$ cat src/rtl/awmc_plant_monitor_if.sv
// Signal bundle between the washing machine controller and the plant monitor.
// The master side drives controller commands and sensors; the slave side is the monitor.
interface awmc_plant_monitor_if #(
  parameter int unsigned LEVEL_W = 8
);
  logic [2:0]         stage;
  logic               input_valve;
  logic               output_drain;
  logic               done;
  logic               lid;
  logic               clear_fault;
  logic [LEVEL_W-1:0] water_level;
  logic               level_full;
  logic               level_empty;
  logic               lid_lock;
  logic               fault;
  logic [2:0]         fault_code;
  logic [7:0]         cycle_count;
  logic               busy;

  modport master (
    output stage, input_valve, output_drain, done, lid, clear_fault,
    input  water_level, level_full, level_empty, lid_lock, fault, fault_code, cycle_count, busy
  );

  modport slave (
    input  stage, input_valve, output_drain, done, lid, clear_fault,
    output water_level, level_full, level_empty, lid_lock, fault, fault_code, cycle_count, busy
  );
endinterface

$ cat src/rtl/awmc_plant_monitor.sv
// Appliance-side plant monitor: models drum water level, drives the lid interlock,
// latches the first protocol/plant fault and counts fault-free wash cycles.
module awmc_plant_monitor #(
  parameter int unsigned LEVEL_W       = 8,
  parameter int unsigned FILL_RATE     = 16,
  parameter int unsigned DRAIN_RATE    = 32,
  parameter int unsigned MAX_LEVEL     = 200,
  parameter int unsigned FULL_THRESH   = 32,
  parameter int unsigned RESIDUE_MAX   = 0,
  parameter int unsigned STAGE_TIMEOUT = 64,
  parameter int unsigned TO_W          = 7
) (
  input logic                 clk,
  input logic                 reset,
  awmc_plant_monitor_if.slave mon
);

  localparam logic [2:0] StFill  = 3'b000;
  localparam logic [2:0] StWash  = 3'b001;
  localparam logic [2:0] StRinse = 3'b010;
  localparam logic [2:0] StSpin  = 3'b011;
  localparam logic [2:0] StIdle  = 3'b111;

  localparam logic [LEVEL_W:0]   FillRate  = (LEVEL_W+1)'(FILL_RATE);
  localparam logic [LEVEL_W:0]   DrainRate = (LEVEL_W+1)'(DRAIN_RATE);
  localparam logic [LEVEL_W:0]   MaxWide   = (LEVEL_W+1)'(MAX_LEVEL);
  localparam logic [LEVEL_W-1:0] MaxLevel  = LEVEL_W'(MAX_LEVEL);
  localparam logic [LEVEL_W-1:0] FullLevel = LEVEL_W'(FULL_THRESH);
  localparam logic [LEVEL_W-1:0] Residue   = LEVEL_W'(RESIDUE_MAX);
  localparam logic [TO_W-1:0]    Timeout   = TO_W'(STAGE_TIMEOUT);

  typedef enum logic [1:0] {MonIdle, MonRun, MonDone, MonFault} mon_state_e;

  mon_state_e         state_q;
  logic [LEVEL_W-1:0] level_q, level_d;
  logic [LEVEL_W:0]   level_sum, level_diff;
  logic               full_q, empty_q;
  logic [2:0]         stage_q;
  logic [TO_W-1:0]    to_cnt_q, to_cnt_d;
  logic               timeout_hit;
  logic [2:0]         fault_det;
  logic               lock_stage;
  logic               lid_lock_q, fault_q, busy_q;
  logic [2:0]         fault_code_q;
  logic [7:0]         cycle_count_q;

  // Next drum level: widened arithmetic, clamped to [0, MAX_LEVEL]; conflict holds level.
  always_comb begin
    level_sum  = {1'b0, level_q} + FillRate;
    level_diff = {1'b0, level_q} - DrainRate;
    level_d    = level_q;
    if (mon.input_valve && !mon.output_drain) begin
      level_d = (level_sum > MaxWide) ? MaxLevel : level_sum[LEVEL_W-1:0];
    end else if (mon.output_drain && !mon.input_valve) begin
      level_d = level_diff[LEVEL_W] ? '0 : level_diff[LEVEL_W-1:0];
    end
  end

  // Stage persistence counter; IDLE is a legal pause and restarts the count.
  always_comb begin
    to_cnt_d = to_cnt_q;
    if ((mon.stage != stage_q) || (mon.stage == StIdle)) begin
      to_cnt_d = '0;
    end else if (to_cnt_q != '1) begin
      to_cnt_d = to_cnt_q + 1'b1;
    end
    timeout_hit = (to_cnt_d >= Timeout);
  end

  // Fault classification, lowest code wins.
  always_comb begin
    lock_stage = (mon.stage == StWash) || (mon.stage == StRinse) || (mon.stage == StSpin);
    if (mon.input_valve && mon.output_drain) begin
      fault_det = 3'd1;
    end else if (mon.input_valve && (level_q == MaxLevel)) begin
      fault_det = 3'd2;
    end else if (mon.lid && (mon.stage == StSpin)) begin
      fault_det = 3'd3;
    end else if (timeout_hit) begin
      fault_det = 3'd4;
    end else if (mon.done && (level_q > Residue)) begin
      fault_det = 3'd5;
    end else begin
      fault_det = 3'd0;
    end
  end

  // Plant model registers run in every monitor state.
  always_ff @(posedge clk or posedge reset) begin
    if (reset) begin
      level_q  <= '0;
      full_q   <= 1'b0;
      empty_q  <= 1'b1;
      stage_q  <= StIdle;
      to_cnt_q <= '0;
    end else begin
      level_q  <= level_d;
      full_q   <= (level_d >= FullLevel);
      empty_q  <= (level_d == '0);
      stage_q  <= mon.stage;
      to_cnt_q <= to_cnt_d;
    end
  end

  // Monitor FSM with registered interlock, fault and cycle outputs.
  always_ff @(posedge clk or posedge reset) begin
    if (reset) begin
      state_q       <= MonIdle;
      lid_lock_q    <= 1'b0;
      fault_q       <= 1'b0;
      fault_code_q  <= 3'd0;
      cycle_count_q <= 8'd0;
      busy_q        <= 1'b0;
    end else begin
      unique case (state_q)
        MonIdle: begin
          lid_lock_q <= 1'b0;
          busy_q     <= 1'b0;
          if (mon.stage == StFill) begin
            state_q <= MonRun;
            busy_q  <= 1'b1;
          end
        end
        MonRun: begin
          if (fault_det != 3'd0) begin
            state_q      <= MonFault;
            fault_q      <= 1'b1;
            fault_code_q <= fault_det;
            lid_lock_q   <= 1'b0;
            busy_q       <= 1'b0;
          end else if (mon.done) begin
            state_q       <= MonDone;
            cycle_count_q <= cycle_count_q + 8'd1;
            lid_lock_q    <= 1'b0;
            busy_q        <= 1'b0;
          end else begin
            lid_lock_q <= lock_stage;
            busy_q     <= 1'b1;
          end
        end
        MonDone: begin
          state_q    <= MonIdle;
          lid_lock_q <= 1'b0;
          busy_q     <= 1'b0;
        end
        MonFault: begin
          lid_lock_q <= 1'b0;
          busy_q     <= 1'b0;
          if (mon.clear_fault) begin
            state_q      <= MonIdle;
            fault_q      <= 1'b0;
            fault_code_q <= 3'd0;
          end
        end
        default: state_q <= MonIdle;
      endcase
    end
  end

  assign mon.water_level = level_q;
  assign mon.level_full  = full_q;
  assign mon.level_empty = empty_q;
  assign mon.lid_lock    = lid_lock_q;
  assign mon.fault       = fault_q;
  assign mon.fault_code  = fault_code_q;
  assign mon.cycle_count = cycle_count_q;
  assign mon.busy        = busy_q;

endmodule

$ cat src/flat_wrapper.sv
// flat-port wrapper written by rule: the top's interface ports become plain ports
module awmc_plant_monitor_flat 
#(
  parameter int unsigned LEVEL_W       = 8,
  parameter int unsigned FILL_RATE     = 16,
  parameter int unsigned DRAIN_RATE    = 32,
  parameter int unsigned MAX_LEVEL     = 200,
  parameter int unsigned FULL_THRESH   = 32,
  parameter int unsigned RESIDUE_MAX   = 0,
  parameter int unsigned STAGE_TIMEOUT = 64,
  parameter int unsigned TO_W          = 7
)
  (clk, reset, mon_stage, mon_input_valve, mon_output_drain, mon_done, mon_lid, mon_clear_fault, mon_water_level, mon_level_full, mon_level_empty, mon_lid_lock, mon_fault, mon_fault_code, mon_cycle_count, mon_busy);
  awmc_plant_monitor_if #(.LEVEL_W(LEVEL_W)) mon_i ();
  input logic clk;
  input logic reset;
  input wire logic [$bits(mon_i.stage)-1:0] mon_stage;
  input wire logic [$bits(mon_i.input_valve)-1:0] mon_input_valve;
  input wire logic [$bits(mon_i.output_drain)-1:0] mon_output_drain;
  input wire logic [$bits(mon_i.done)-1:0] mon_done;
  input wire logic [$bits(mon_i.lid)-1:0] mon_lid;
  input wire logic [$bits(mon_i.clear_fault)-1:0] mon_clear_fault;
  output wire logic [$bits(mon_i.water_level)-1:0] mon_water_level;
  output wire logic [$bits(mon_i.level_full)-1:0] mon_level_full;
  output wire logic [$bits(mon_i.level_empty)-1:0] mon_level_empty;
  output wire logic [$bits(mon_i.lid_lock)-1:0] mon_lid_lock;
  output wire logic [$bits(mon_i.fault)-1:0] mon_fault;
  output wire logic [$bits(mon_i.fault_code)-1:0] mon_fault_code;
  output wire logic [$bits(mon_i.cycle_count)-1:0] mon_cycle_count;
  output wire logic [$bits(mon_i.busy)-1:0] mon_busy;
  assign mon_i.stage = mon_stage;
  assign mon_i.input_valve = mon_input_valve;
  assign mon_i.output_drain = mon_output_drain;
  assign mon_i.done = mon_done;
  assign mon_i.lid = mon_lid;
  assign mon_i.clear_fault = mon_clear_fault;
  assign mon_water_level = mon_i.water_level;
  assign mon_level_full = mon_i.level_full;
  assign mon_level_empty = mon_i.level_empty;
  assign mon_lid_lock = mon_i.lid_lock;
  assign mon_fault = mon_i.fault;
  assign mon_fault_code = mon_i.fault_code;
  assign mon_cycle_count = mon_i.cycle_count;
  assign mon_busy = mon_i.busy;
  awmc_plant_monitor #(.LEVEL_W(LEVEL_W), .FILL_RATE(FILL_RATE), .DRAIN_RATE(DRAIN_RATE), .MAX_LEVEL(MAX_LEVEL), .FULL_THRESH(FULL_THRESH), .RESIDUE_MAX(RESIDUE_MAX), .STAGE_TIMEOUT(STAGE_TIMEOUT), .TO_W(TO_W)) u_core (.clk(clk), .reset(reset), .mon(mon_i));
endmodule
$ cat config.mk
export PLATFORM = sky130hd
export DESIGN_NAME = awmc_plant_monitor_flat
export DESIGN_NICKNAME = d
export VERILOG_FILES = /design/src/rtl/awmc_plant_monitor_if.sv /design/src/rtl/awmc_plant_monitor.sv /design/src/flat_wrapper.sv
export SDC_FILE = /design/constraint.sdc
export NUM_CORES = 1
export LEC_CHECK = 0
export ABC_AREA = 1
export CAP_MARGIN = 20
export CORE_MARGIN = 10
export CORE_UTILIZATION = 53
export CTS_CLUSTER_SIZE = 40
export DETAILED_ROUTE_END_ITERATION = 12
export GPL_ROUTABILITY_DRIVEN = 0
export PLACE_DENSITY = 0.8
export SLEW_MARGIN = 10
export SYNTH_ARGS = -nofsm -noshare
export SYNTH_HDL_FRONTEND = slang
export SYNTH_SLANG_ARGS = --single-unit
$ cat constraint.sdc
create_clock -name clk -period 2.4 [get_ports clk]
set_input_delay 0.36 -clock clk [delete_from_list [all_inputs] [get_ports clk]]
set_output_delay 0.36 -clock clk [all_outputs]
set_load 0.005 [all_outputs]
Figure 1. Routing congestion map (run 1).
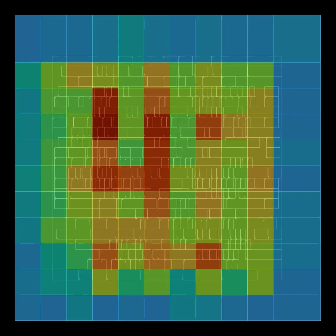
Post-Route Utilization: 68.6%
grt met1 use: 15.8%
met2 Usage GRT: 22.1%
GRT Max-Usage Layer: met2

Figure 2. Met3 routing (run 1).
Scale bar: 20 um.
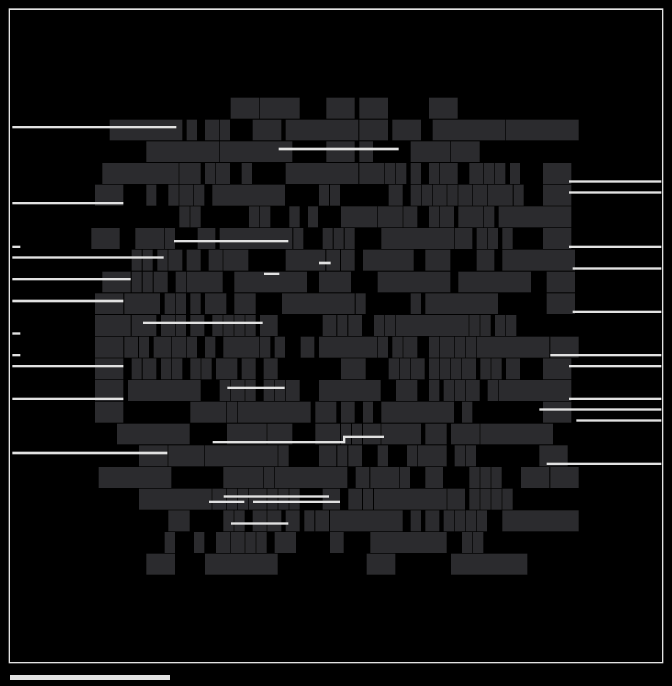
wire length on this layer: 369 um
share of all routed wire: 8.9%
nets with wire on the layer: 29
main direction: horizontal
M3 GR Usage: 5.46%
via count: 1712
Routed WL: 4170 um

Figure 3. M1 wires (run 1).
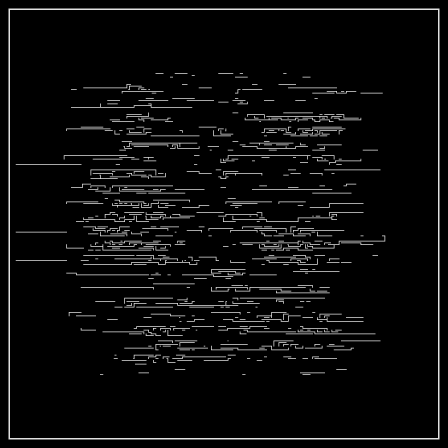
longest straight run: 16.1 um
main direction: horizontal
share of all routed wire: 43%
wire length on this layer: 1780 um

==> impl_metrics.toml, run 1 <==
# generated from flow reports
[critical_path]
endpoint = "u_core.mon.cycle_count[7]"
cp_max_fo = 7
cp.arrival_ps = 2170
regToRegEndpoint = "u_core.mon.cycle_count[7]"
start_kind = "flop"
reg2reg_depth = 12
worstPathRequired_ps = 2570
r2r_slack_ps = 400

[hold_path]
min_path_type = "input pin to asynchronous set/reset pin"

[clocking]
clk_latency_ps = 280
cts-resized-gates = 0
cts-htree-levels = 2
clk_pin_slew_ps = 60
cts_tree = "built"

[power_and_ir_drop]
power_density_nw_per_um2 = 904
intPower_w = 0.00144
power_frac_clock_pct = 19.0
swShare_pct = 36.4
pwr-share-seq_pct = 39.4
power_w = 0.00227
leakagePower_nw = 1.23

[place]
portBuffers = 33
placed_area_um2 = 2420

[yosys]
syn_nets = 270
syn-cell-area_um2 = 2020
yosysTopAreaCellShare_pct = 39.7
edf_count = 0
yosys.area_share.adder_pct = 4.35
ys_ff = 36
ys_types = 35
yosys_area_um2 = 2020
top_cells_by_area = "dfrtp_1, nand2_1, inv_1"
yosys.area_share.simple_pct = 30.6
yosysTopAreaCell = "dfrtp_1"

[job]
tool_warnings = 29

[floorplanning]
core_area_um2 = 3660
rows = 22
die_h_um = 81.7
die_w_um = 81.7
fp_util_pct = 55.1
ios = 34

[cells_and_area]
nets = 312
fillers = 326
fin_area_um2 = 2510
layout_top_cell = "nand2_1"
combGateArea_um2 = 945
antennaDiodeCount = 0
finalNonFillerCells = 344
comb_cells = 173
regArea_um2 = 906
syn_to_final_growth_pct = 24.6
seq_share_pct = 36.1
layout_top_cells = "nand2_1, inv_1, clkdlybuf4s50_1"
clkbuf_count = 8

[global_routing]
first_global_vias = 1674
antenna_found_initial = 0

[timing]
fin_tns_setup_ps = 0
finClkSkew_ps = 3.40
max_freq_mhz = 499
slew_headroom_pct = 57.3
worstMarginPinSlew_ps = 635

[drt]
first_pass_iters = 4
drtIter0Drc = 75
antenna_left = 0
highest_layer = "met4"

[outcome]
status = "completed"
run 1: power by group through the flow:
stage | Sequential, W | Clock, W | Combinational, W
after floorplan | 0.000887 | 0 | 0.000565
after global placement | 0.000904 | 0 | 0.000941
after detailed placement | 0.000906 | 0 | 0.000953
after CTS | 0.000897 | 0.000447 | 0.000959
after global routing | 0.000920 | 0.000475 | 0.00109
final | 0.000894 | 0.000431 | 0.000945
run 1: critical path: stages (launching register included):
cell and delay [ps]:
dfrtp_1 470, inv_1 120, ha_1 230, nand3_1 80
inv_1 40, nand3_1 160, nand3_1 110, a21oi_2 300
nor2_8 100, nand2_4 110, nor2_2 40, nand2_1 60
nand2_1 50
Figure 4. The metal 2 layer (run 1).
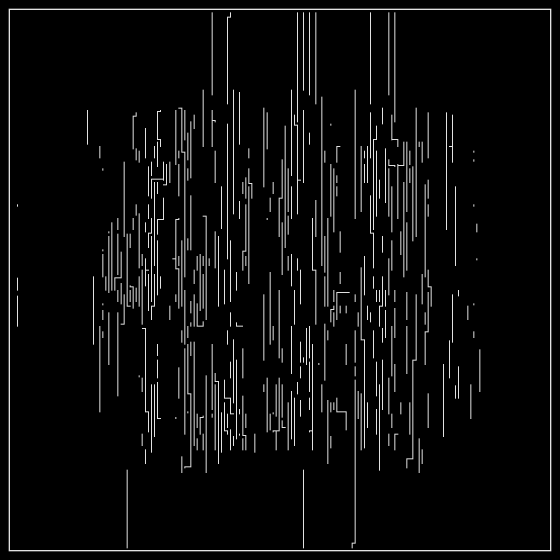

--- run 2 (diff from run 1) ---
clock period = 2.1 ns   (was 2.4 ns; I/O delays follow)
Figure 5. The metal 2 layer (run 2).
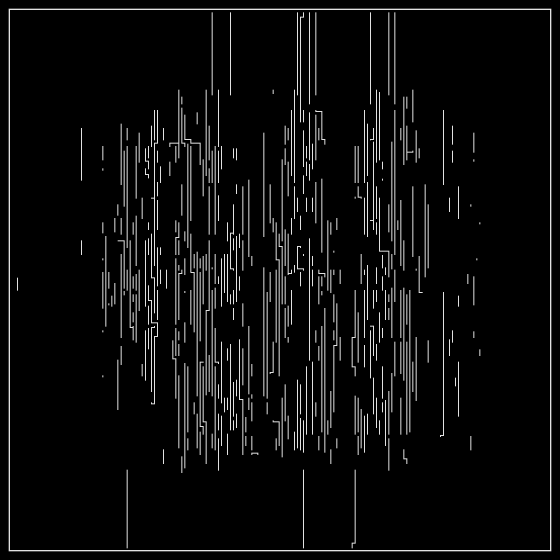
longest straight run: 21.8 um
nets with wire on the layer: 266
share of all routed wire: 48%
main direction: vertical
wire length on this layer: 2120 um

==> impl_metrics.toml, run 2 <==
# generated from flow reports
[yosys]
syn_nets = 270
top_cells_by_area = "dfrtp_1, nand2_1, inv_1"
syn-cell-area_um2 = 2020
edf_count = 0
yosysTopAreaCellShare_pct = 39.7

[outcome]
status = "completed"

[critical_path]
slowest_delay_ps = 390
endpoint = "u_core.mon.cycle_count[6]"
r2r_slack_ps = 150
start_kind = "flop"
cp_max_fo = 8
worstSetupPathDepth = 12
path_cells = "inv_1 > ha_1 > nand3_1 > inv_1 > nand3_2 > nand3_1 > a21oi_2 > buf_4 > nor2_8 > nand3_4 > nand2_1 > o21ai_1"
cp.arrival_ps = 2120
crit_family = "simple AND/OR/NAND/NOR gates"
worstPathRequired_ps = 2270
crit_slowest_cell = "dfrtp_1"
crit_buf_inv = 3
regToRegEndpoint = "u_core.mon.cycle_count[6]"
reg2reg_depth = 12

[cells_and_area]
finalNonFillerCells = 350
combGateArea_um2 = 950
nets = 318
fin_area_um2 = 2570
layout_top_cells = "nand2_1, inv_1, clkdlybuf4s50_1"
antennaDiodeCount = 0
syn_to_final_growth_pct = 27.6

[power_and_ir_drop]
pwr-share-seq_pct = 37.1
intPower_w = 0.00171
p_comb_w = 0.00116
power_density_nw_per_um2 = 1050
leakagePower_nw = 1.26
swShare_pct = 36.6
powerSeq_w = 0.00100
power_w = 0.00270
clock_net_power_w = 0.000535
power-top-group = "combinational cells"
power_frac_clock_pct = 19.8

[floorplanning]
fp_util_pct = 55.1
core_area_um2 = 3660
rows = 22
ios = 34
die_w_um = 81.7

[global_routing]
met1_usage_pct = 15.7
top_usage_layer = "met2"
first_global_vias = 1783
grt_max_degree = 37
antenna_found_initial = 0

[drt]
vias = 1809
finalWirelength_um = 4390
drtIter0Drc = 73
antenna_left = 0
highest_layer = "met4"

[clocking]
cts_tree = "built"
clk_pin_slew_ps = 70
cts-htree-levels = 2

[hold_path]
min_path_type = "input pin to asynchronous set/reset pin"

[job]
tool_warnings = 29

[place]
portBuffers = 33
placed_area_um2 = 2470

[timing]
finClkSkew_ps = 8.85
slew_headroom_pct = 62.0
[run 2: cell counts after synthesis]
No cell type changed its count.
[run 2: timing repair]
| action | in CTS | in global routing |
|---|---|---|
| hold endpoints to repair | 0 | 0 |
| endpoints found under the setup margin | 0 | 8 |
| gates resized | 0 | 1 |
| hold buffers | 0 | 0 |
[run 2: area by class of cell]
class / count / area share (%)
multi-input cells: 173 / 36.9
clock buffers: 8 / 3.89
repair buffers: 41 / 15.2
inverters: 44 / 6.42
flip-flops and latches: 36 / 35.2
well taps: 48 / 2.34
[run 2: cells by family after synthesis]
logic type | after synthesis | synth area share (%)
and+or+nand+nor | 129 | 30.6
buffers and inverters | 44 | 8.19
DFF | 36 | 44.9
AOI/OAI and AO/OA | 30 | 8.88
xor gates and xnor gates | 7 | 3.04
adders and majority gates | 7 | 4.34
--- run 3 (diff from run 2) ---
CORE_UTILIZATION = 62   (was 53)
DONT_BUFFER_PORTS = 1   (was default)
MAX_ROUTING_LAYER = met4   (was default)
PLACE_DENSITY = 0.78   (was 0.8)
Figure 6. Sequential cells grouped by signal name (run 3).
Scale bar: 20 um. Other sequential cells in the stronger grey, the rest of the logic in the fainter grey.
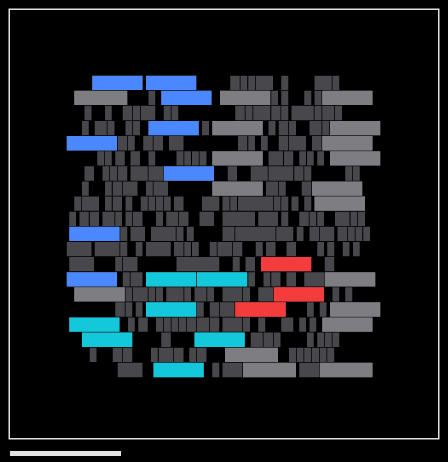
legend:
  blue:
    signal: u_core.mon.water_level
    flops: 8
  red:
    signal: u_core.mon.fault_code
    flops: 3
  cyan:
    signal: u_core.to_cnt_q
    flops: 7
not coloured: 18
Seq. pwr: 0.00103 W
Post-Route Utilization: 71.5%
Seq area share: 41.1%
FF/Latch Area: 906 um^2

==> impl_metrics.toml, run 3 <==
# generated from flow reports
[outcome]
status = "completed"

[clocking]
cts-htree-levels = 2
clk_latency_ps = 340
clk_pin_slew_ps = 100
cts-resized-gates = 0
cts_tree = "built"
hold_buffers = 4

[drt]
highest_layer = "met4"
finalWirelength_um = 4030
vias = 1608
first_pass_iters = 4
drtIter0Drc = 68

[critical_path]
crit_slowest_cell = "dfrtp_1"
reg2reg_depth = 11
endpoint = "u_core.mon.cycle_count[7]"
regToRegEndpoint = "u_core.mon.cycle_count[7]"
worstPathRequired_ps = 2320
cp.arrival_ps = 2150
cp_max_fo = 7
path_cells = "inv_2 > ha_1 > nand2_1 > o21ai_2 > inv_1 > nand2_2 > nand4_4 > nor2_8 > nand2_4 > o21ai_1 > nand2_1"
path_common_cell = "nand2_1"
start_kind = "flop"
r2r_slack_ps = 170

[job]
tool_warnings = 29
cap_violations = 0

[floorplanning]
fp_util_pct = 65.5
core_area_um2 = 3080
die_w_um = 77.0
die_h_um = 77.0
taps = 44

[yosys]
flop_cell = "dfrtp_1"
yosysTopAreaCell = "dfrtp_1"
top_cells_by_area = "dfrtp_1, nand2_1, inv_1"
edf_count = 0
ys_ff = 36
yosys_area_um2 = 2020
ys_types = 35
syn_nets = 270

[timing]
finClkSkew_ps = 14.1
fin_tns_setup_ps = 0
slew_headroom_pct = 58.1
worstMarginPinSlew_ps = 623
max_freq_mhz = 518

[global_routing]
grt_max_degree = 37
grtUsageMet3_pct = 6.99
met1_usage_pct = 15.7
first_global_vias = 1599
top_usage_layer = "met2"

[cells_and_area]
nNonClkInverters = 44
layout_top_cell = "nand2_1"
buffer_area_share_pct = 3.18
clockNetworkAreaShare_pct = 2.27
finalNonFillerCells = 313
seq_cell_count = 36
fillers = 271
comb_cells = 173
nonClockBufferCount = 8
antennaDiodeCount = 0
combGateArea_um2 = 956
clkbuf_count = 7
comb_area_share_pct = 43.4
fin_area_um2 = 2200
syn_to_final_growth_pct = 9.25
largestClassByArea = "combinational gates"
nets = 285

[place]
detailed_place_hpwl_um = 3050

[power_and_ir_drop]
swShare_pct = 41.0
leakagePower_nw = 1.12
power-top-group = "sequential cells"
pwr-share-seq_pct = 45.8
intPower_w = 0.00133
clock_net_power_w = 0.000344
power_density_nw_per_um2 = 1020

[hold_path]
min_path_type = "input pin to flop"
hp-start = "mon_stage[2]"
## run 3: netlist changes by cell type in the layout (fill, tap and decap cells not counted), sizes merged
| cell | change |
|---|---|
| buf | -4 |
| clkbuf | -1 |
| clkdlybuf4s50 | -33 |
| clkinv | +1 |
| dlygate4sd3 | +4 |
## run 3: kinds of logic after synthesis
group | count (synthesis) | synth area share [%]
AND-OR/OR-AND | 30 | 8.88
buffers and inverters | 44 | 8.19
AND/OR/NAND/NOR | 129 | 30.6
flip-flops | 36 | 44.9
adder cells (fa/ha/maj) | 7 | 4.34
XOR/XNOR | 7 | 3.04
## run 3: critical path: cells and delay by family, from the launching register on
family	cells	cell delay, ps
flip-flops	1	460
adder cells (fa/ha/maj)	1	170
AND-OR/OR-AND	2	360
buffers and inverters	2	190
AND/OR/NAND/NOR	6	640
Power figures rest on the tool's default switching activity, not on a simulated workload.
